File: config.mk
export PLATFORM = sky130hd
export DESIGN_NAME = pool_exec_multi
export DESIGN_NICKNAME = d
export VERILOG_FILES = /design/src/rtl/pool_pkg.sv /design/src/rtl/pool_lane.sv /design/src/rtl/pool_exec_multi.sv
export SDC_FILE = /design/constraint.sdc
export NUM_CORES = 1
export LEC_CHECK = 0
export ABC_AREA = 1
export CAP_MARGIN = 20
export CORE_AREA = 2 2 178 128
export CTS_BUF_LIST = sky130_fd_sc_hd__clkbuf_16
export DETAILED_ROUTE_END_ITERATION = 8
export DIE_AREA = 0 0 180 130
export GPL_TIMING_DRIVEN = 1
export MAX_ROUTING_LAYER = met4
export PLACE_DENSITY = 0.8
export SYNTH_ARGS = -nofsm -noshare
export SYNTH_HDL_FRONTEND = slang
export SYNTH_SLANG_ARGS = --single-unit
export TNS_END_PERCENT = 100
File: constraint.sdc
create_clock -name clk -period 8.5 [get_ports clk]
set_input_delay 0.85 -clock clk [delete_from_list [all_inputs] [get_ports clk]]
set_output_delay 0.85 -clock clk [all_outputs]
set_load 0.02 [all_outputs]
File: src/rtl/pool_pkg.sv
// Shared constants and width helpers for the multi-channel pooling execute stage.
// The average datapath is present only when POOL_AVG_EN is defined.
package pool_pkg;

  localparam logic POOL_MAX = 1'b0;
  localparam logic POOL_AVG = 1'b1;

  function automatic int clog2(input int value);
    int r;
    r = 0;
    for (int i = 0; i < 31; i++) begin
      if ((1 << i) < value) r = i + 1;
    end
    return r;
  endfunction

  // A sum of WIN lanes needs log2(WIN) guard bits above the lane width.
  function automatic int acc_width(input int dw, input int win);
    return dw + clog2(win);
  endfunction

endpackage

File: src/rtl/pool_lane.sv
// One pooling lane: accumulator, max/avg update and result, driven by shared control.
// POOL_AVG_EN builds the wide average accumulator; otherwise the lane is max-only and DW wide.
module pool_lane
  import pool_pkg::*;
#(
  parameter int DW  = 16,
  parameter int WIN = 4
) (
  input  logic          clk,
  input  logic          rst,
  input  logic          i_clr,
  input  logic          i_load,
  input  logic          i_upd,
  input  logic          i_mode,
  input  logic [DW-1:0] i_x,
  output logic [DW-1:0] o_res
);

`ifdef POOL_AVG_EN
  localparam int AW = acc_width(DW, WIN);
  localparam int LW = clog2(WIN);

  logic signed [AW-1:0] r_acc;
  logic signed [AW-1:0] w_x;
  logic signed [AW-1:0] w_nxt;
  logic        [DW-1:0] w_avg;

  assign w_x = {{LW{i_x[DW-1]}}, i_x};

  always_comb begin
    w_nxt = r_acc;
    if (i_load) begin
      w_nxt = w_x;
    end else if (i_upd) begin
      if (i_mode == POOL_AVG) w_nxt = r_acc + w_x;
      else if (w_x > r_acc)   w_nxt = w_x;
    end
  end

  // Arithmetic shift gives floor division toward -inf.
  assign w_avg = DW'(w_nxt >>> LW);
  assign o_res = (i_mode == POOL_AVG) ? w_avg : w_nxt[DW-1:0];
`else
  logic signed [DW-1:0] r_acc;
  logic signed [DW-1:0] w_x;
  logic signed [DW-1:0] w_nxt;
  logic                 w_unused_mode;

  assign w_unused_mode = i_mode;
  assign w_x           = i_x;

  always_comb begin
    w_nxt = r_acc;
    if (i_load) begin
      w_nxt = w_x;
    end else if (i_upd) begin
      if (w_x > r_acc) w_nxt = w_x;
    end
  end

  assign o_res = w_nxt;
`endif

  always_ff @(posedge clk or posedge rst) begin
    if (rst) begin
      r_acc <= '0;
    end else if (i_clr) begin
      r_acc <= '0;
    end else if (i_load || i_upd) begin
      r_acc <= w_nxt;
    end
  end

endmodule

File: src/rtl/pool_exec_multi.sv
// Multi-channel pooling execute stage: reduces WIN beats per lane to one max/avg result.
// Define POOL_AVG_EN to build the average datapath; otherwise mode is ignored and max is used.
module pool_exec_multi
  import pool_pkg::*;
#(
  parameter int CH  = 6,
  parameter int DW  = 16,
  parameter int WIN = 4
) (
  input  logic             clk,
  input  logic             rst,
  input  logic             pool_clr,
  input  logic             mode,
  input  logic             in_valid,
  output logic             in_ready,
  input  logic [CH*DW-1:0] in_data,
  output logic             out_valid,
  input  logic             out_ready,
  output logic [CH*DW-1:0] out_data
);

  localparam int            CW   = clog2(WIN);
  localparam logic [CW-1:0] LAST = CW'(WIN - 1);

  logic [CW-1:0]    r_cnt;
  logic             r_mode;
  logic             r_out_valid;
  logic [CH*DW-1:0] r_out_data;
  logic [CH*DW-1:0] w_res;
  logic             w_mode_in;
  logic             w_acc;
  logic             w_first;
  logic             w_last;

`ifdef POOL_AVG_EN
  assign w_mode_in = mode;
`else
  logic w_unused_mode;
  assign w_unused_mode = mode;
  assign w_mode_in     = POOL_MAX;
`endif

  // Handshake: a beat moves when in_valid && in_ready; a result moves when out_valid && out_ready.
  // Only the closing beat of a window stalls, and only while the output register is still held.
  assign in_ready = !(r_out_valid && !out_ready && (r_cnt == LAST));
  assign w_acc    = in_valid && in_ready && !pool_clr;
  assign w_first  = w_acc && (r_cnt == '0);
  assign w_last   = w_acc && (r_cnt == LAST);

  always_ff @(posedge clk or posedge rst) begin
    if (rst) begin
      r_cnt  <= '0;
      r_mode <= POOL_MAX;
    end else if (pool_clr) begin
      r_cnt <= '0;
    end else if (w_acc) begin
      r_cnt <= (r_cnt == LAST) ? '0 : CW'(r_cnt + 1'b1);
      if (r_cnt == '0) r_mode <= w_mode_in;
    end
  end

  for (genvar g = 0; g < CH; g++) begin : g_lane
    pool_lane #(
      .DW  (DW),
      .WIN (WIN)
    ) u_lane (
      .clk    (clk),
      .rst    (rst),
      .i_clr  (pool_clr),
      .i_load (w_first),
      .i_upd  (w_acc && !w_first),
      .i_mode (r_mode),
      .i_x    (in_data[DW*g +: DW]),
      .o_res  (w_res[DW*g +: DW])
    );
  end

  // A window closing in the same cycle the held result is taken keeps out_valid high.
  always_ff @(posedge clk or posedge rst) begin
    if (rst) begin
      r_out_valid <= 1'b0;
      r_out_data  <= '0;
    end else if (pool_clr) begin
      r_out_valid <= 1'b0;
    end else if (w_last) begin
      r_out_valid <= 1'b1;
      r_out_data  <= w_res;
    end else if (out_ready) begin
      r_out_valid <= 1'b0;
    end
  end

  assign out_valid = r_out_valid;
  assign out_data  = r_out_data;

endmodule

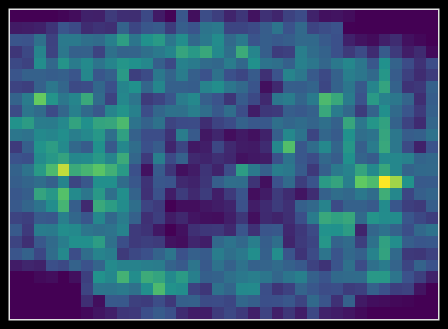
wire_density.png
36 x 26 tiles, from dark purple (low) to yellow (high), scaled to the fullest tile. Values are wire area over tile area, all layers added.
fullest tile = 0.68
mean over tiles = 0.20
emptiest ninth of the die = center
sum of routed wire length over all layers: 28.7 mm
vias post-DR: 10.0k

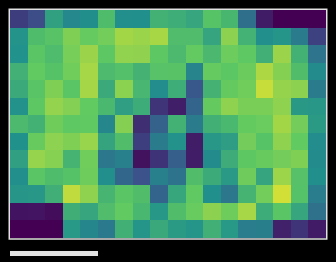
density.png
Bar = 50 µm. 18 x 13 tiles, from dark purple (low) to yellow (high), 0 to 100% covered.
fullest tile = 93%
mean over tiles = 60%
emptiest ninth of the die = center
nearly empty tiles = 2.6%
tiles over 75% full = 31%
core utilization at floorplan: 0.527
Final Core Density: 0.652
core region area: 21900 µm²

==> qor.json <==
{
  "status": {
    "result_of_the_run": "finished clean"
  },
  "cells_and_area": {
    "finish.net_count": 1880,
    "area_share_clock_buf_inv": 0.0419,
    "non_cts_inverters": 244,
    "area_growth_syn_to_layout_pct": 23.7,
    "clockBufferCount": 17,
    "num-fill-cells": 1846,
    "finalInstanceArea_um2": 14300,
    "layout.cells.most_common_list": "sky130_fd_sc_hd__nand2_1 (471), sky130_fd_sc_hd__inv_1 (240), sky130_fd_sc_hd__nand3_1 (197), sky130_fd_sc_hd__clkdlybuf4s50_1 (197), sky130_fd_sc_hd__dfrtp_1 (195)",
    "insertedDiodeCount": 3,
    "n_all_buffers": 204,
    "nonClkBufAreaFrac": 0.143,
    "final_common_cell": "sky130_fd_sc_hd__nand2_1",
    "post_route_cells_drive_above_1_share": 0.0780,
    "final_cell_count_no_fill": 1984,
    "comb.multi_input.count": 1018,
    "sh_comb_area": 0.384,
    "largestClassByArea": "combinational gates"
  },
  "logic_synthesis": {
    "synth-main-ff-cell": "sky130_fd_sc_hd__dfrtp_1",
    "aoi_share": 0.0262,
    "async_reset_ff_frac": 1.00,
    "synthesis.area_per_instance_um2": 7.64,
    "post_synth_main_logic_family": "simple AND/OR/NAND/NOR gates",
    "ys_chip_area_um2": 11500,
    "synth.cell_area_um2": 11500,
    "synth.top_cells.by_count": "sky130_fd_sc_hd__nand2_1 (473), sky130_fd_sc_hd__inv_1 (241), sky130_fd_sc_hd__nand3_1 (197)",
    "synth_top_cell_by_area": "sky130_fd_sc_hd__dfrtp_1",
    "yosysWarnings": 0,
    "syn_nets": 1711,
    "synth_cell_type_count": 29,
    "yosys.area_share.simple": 0.341,
    "synth-edff-count": 0,
    "topCellsByArea": "sky130_fd_sc_hd__dfrtp_1 (42%), sky130_fd_sc_hd__nand2_1 (15%), sky130_fd_sc_hd__ha_1 (11%)",
    "synth.most_common_cell": "sky130_fd_sc_hd__nand2_1",
    "yosysCellCount": 1511,
    "ys_sh_xor": 0,
    "netlist_instances": 1511,
    "top_cell_area_share": 0.422
  },
  "pwr": {
    "power-top-group": "sequential cells",
    "netSwitchingFraction": 0.339,
    "leakagePower_uw": 0.00787,
    "p_comb_frac": 0.304,
    "power.internal_uw": 1840,
    "finalPower_uw": 2790,
    "seq_power_share": 0.398,
    "p_clk_uw": 832,
    "p_clk_frac": 0.298,
    "power.switching_uw": 946,
    "power.combinational.total_uw": 847
  },
  "routing": {
    "met2RoutedLength_mm": 13.1,
    "met3WireLength_mm": 2.07,
    "highest_layer": "met4",
    "drt-met1-wl_mm": 13.2,
    "routed_via_density": 5.06,
    "drt.antenna.violating_nets": 0,
    "detail_route.iter0.violations": 615,
    "drc_violation_count_after_routing": 0,
    "route.detailed.wl_per_inst_um": 14.4
  },
  "final_timing": {
    "slew-limit-headroom": 0.386,
    "final-setup-viol-count": 0,
    "max_freq_ghz": 0.312,
    "final.min_clock_period_ns": 3.21,
    "rsz0062_at_grt": "no",
    "final.setup.tns_ns": 0,
    "setup_ws_ns": 5.29,
    "worst_hold_slack_ns": 0.482,
    "slew_of_the_pin_with_the_lowest_slew_margin_ns": 0.922
  },
  "worst_hold_path": {
    "min-delay-start": "out_data[59]",
    "worst_hold_path.num_cells": 2,
    "timing.hold.worst_endpoint": "out_data[59]",
    "hold_class": "flop to flop"
  },
  "clock_network": {
    "cts.hold.buffers_added": 0,
    "post_cts_resize_count": 0,
    "cts.path.max_buffers": 2,
    "ctsRootBufferMaster": "sky130_fd_sc_hd__clkbuf_16",
    "post_cts_setup_buffer_count": 0,
    "cts_made_buffers": 17,
    "tritoncts": "built",
    "worst_setup_hold_path_clk_slew_ns": 0.08
  },
  "worst_setup_path": {
    "worstSetupPathType": "primary input to flop",
    "max_fo_critical_path": 61,
    "capture_point_of_the_critical_path": "out_data[11]",
    "timing.critical_path.to_type": "flop",
    "worst_ep_arrival_time_ns": 3.58,
    "crit_path_cell_trace": "clkdlybuf4s50_1, inv_1, nand3_2, nand2_2, nor2_4, nand2_4, buf_4, nand2_2, nand2_1, nand3_1, nand2_1",
    "timing.critical_path.slowest_cell_delay_ns": 0.68,
    "worst_path_dominant_cell_family": "simple AND/OR/NAND/NOR gates",
    "r2r-end": "out_data[11]",
    "startpoint_of_the_most_critical_setup_path": "out_ready",
    "r2r_slack_ns": 5.60,
    "slowest_stage": "sky130_fd_sc_hd__buf_4",
    "critical_path.n_buffers_inverters": 3,
    "critical_path.startpoint_type": "primary input"
  },
  "place": {
    "postPlaceCellArea_um2": 13700,
    "numPlacedInstances": 1948,
    "post-dp-hpwl_mm": 19.3,
    "place_ws_ns": 4.27,
    "port_buffers": 198,
    "place_congestion": 0.862
  },
  "die": {
    "row_count": 46,
    "dieArea_um2": 23400,
    "die_h_um": 130,
    "io_pins": 200,
    "tap-cell-count": 288
  },
  "global_route": {
    "globalRouteMet3Util": 0.0581,
    "global_route.peak_usage_layer": "met2",
    "grt_util_all_layers": 0.257,
    "grtUsageMet2": 0.410,
    "grt_antenna_before_repair": 3,
    "grt_pass1_vias": 9848,
    "grt_util_met1": 0.340,
    "pin_count_of_the_biggest_net_entering_global_routing": 129,
    "gr-total-overflow": 0
  },
  "flow_run": {
    "drv.max_cap_violation_count": 0,
    "log.warning_count": 30
  }
}
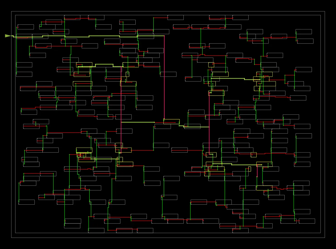
final_clocks.png
CTS sink cnt: 195
Clk Latency, worst-skew pair: 0.43 ns
number of sequential storage elements: 195
Final Skew: 0.0142 ns

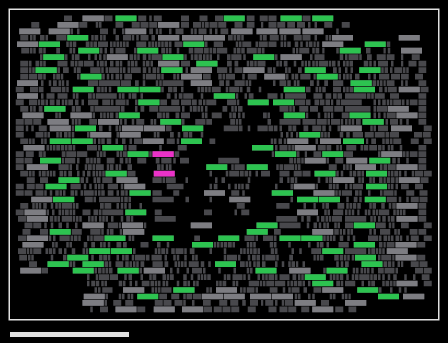
registers.png
Bar = 50 µm. Other sequential cells in the stronger gray, the rest of the logic in the fainter gray.
magenta -> r_cnt  # flops 2
green -> g_lane.u_lane.r_acc  # flops 96, where all over the die
not colored = 97
proportion of cell area occupied by registers: 0.341
flip-flop and latch power: 1110 µW
Flop area: 4880 µm²

Power is estimated from default activity; no workload was simulated.
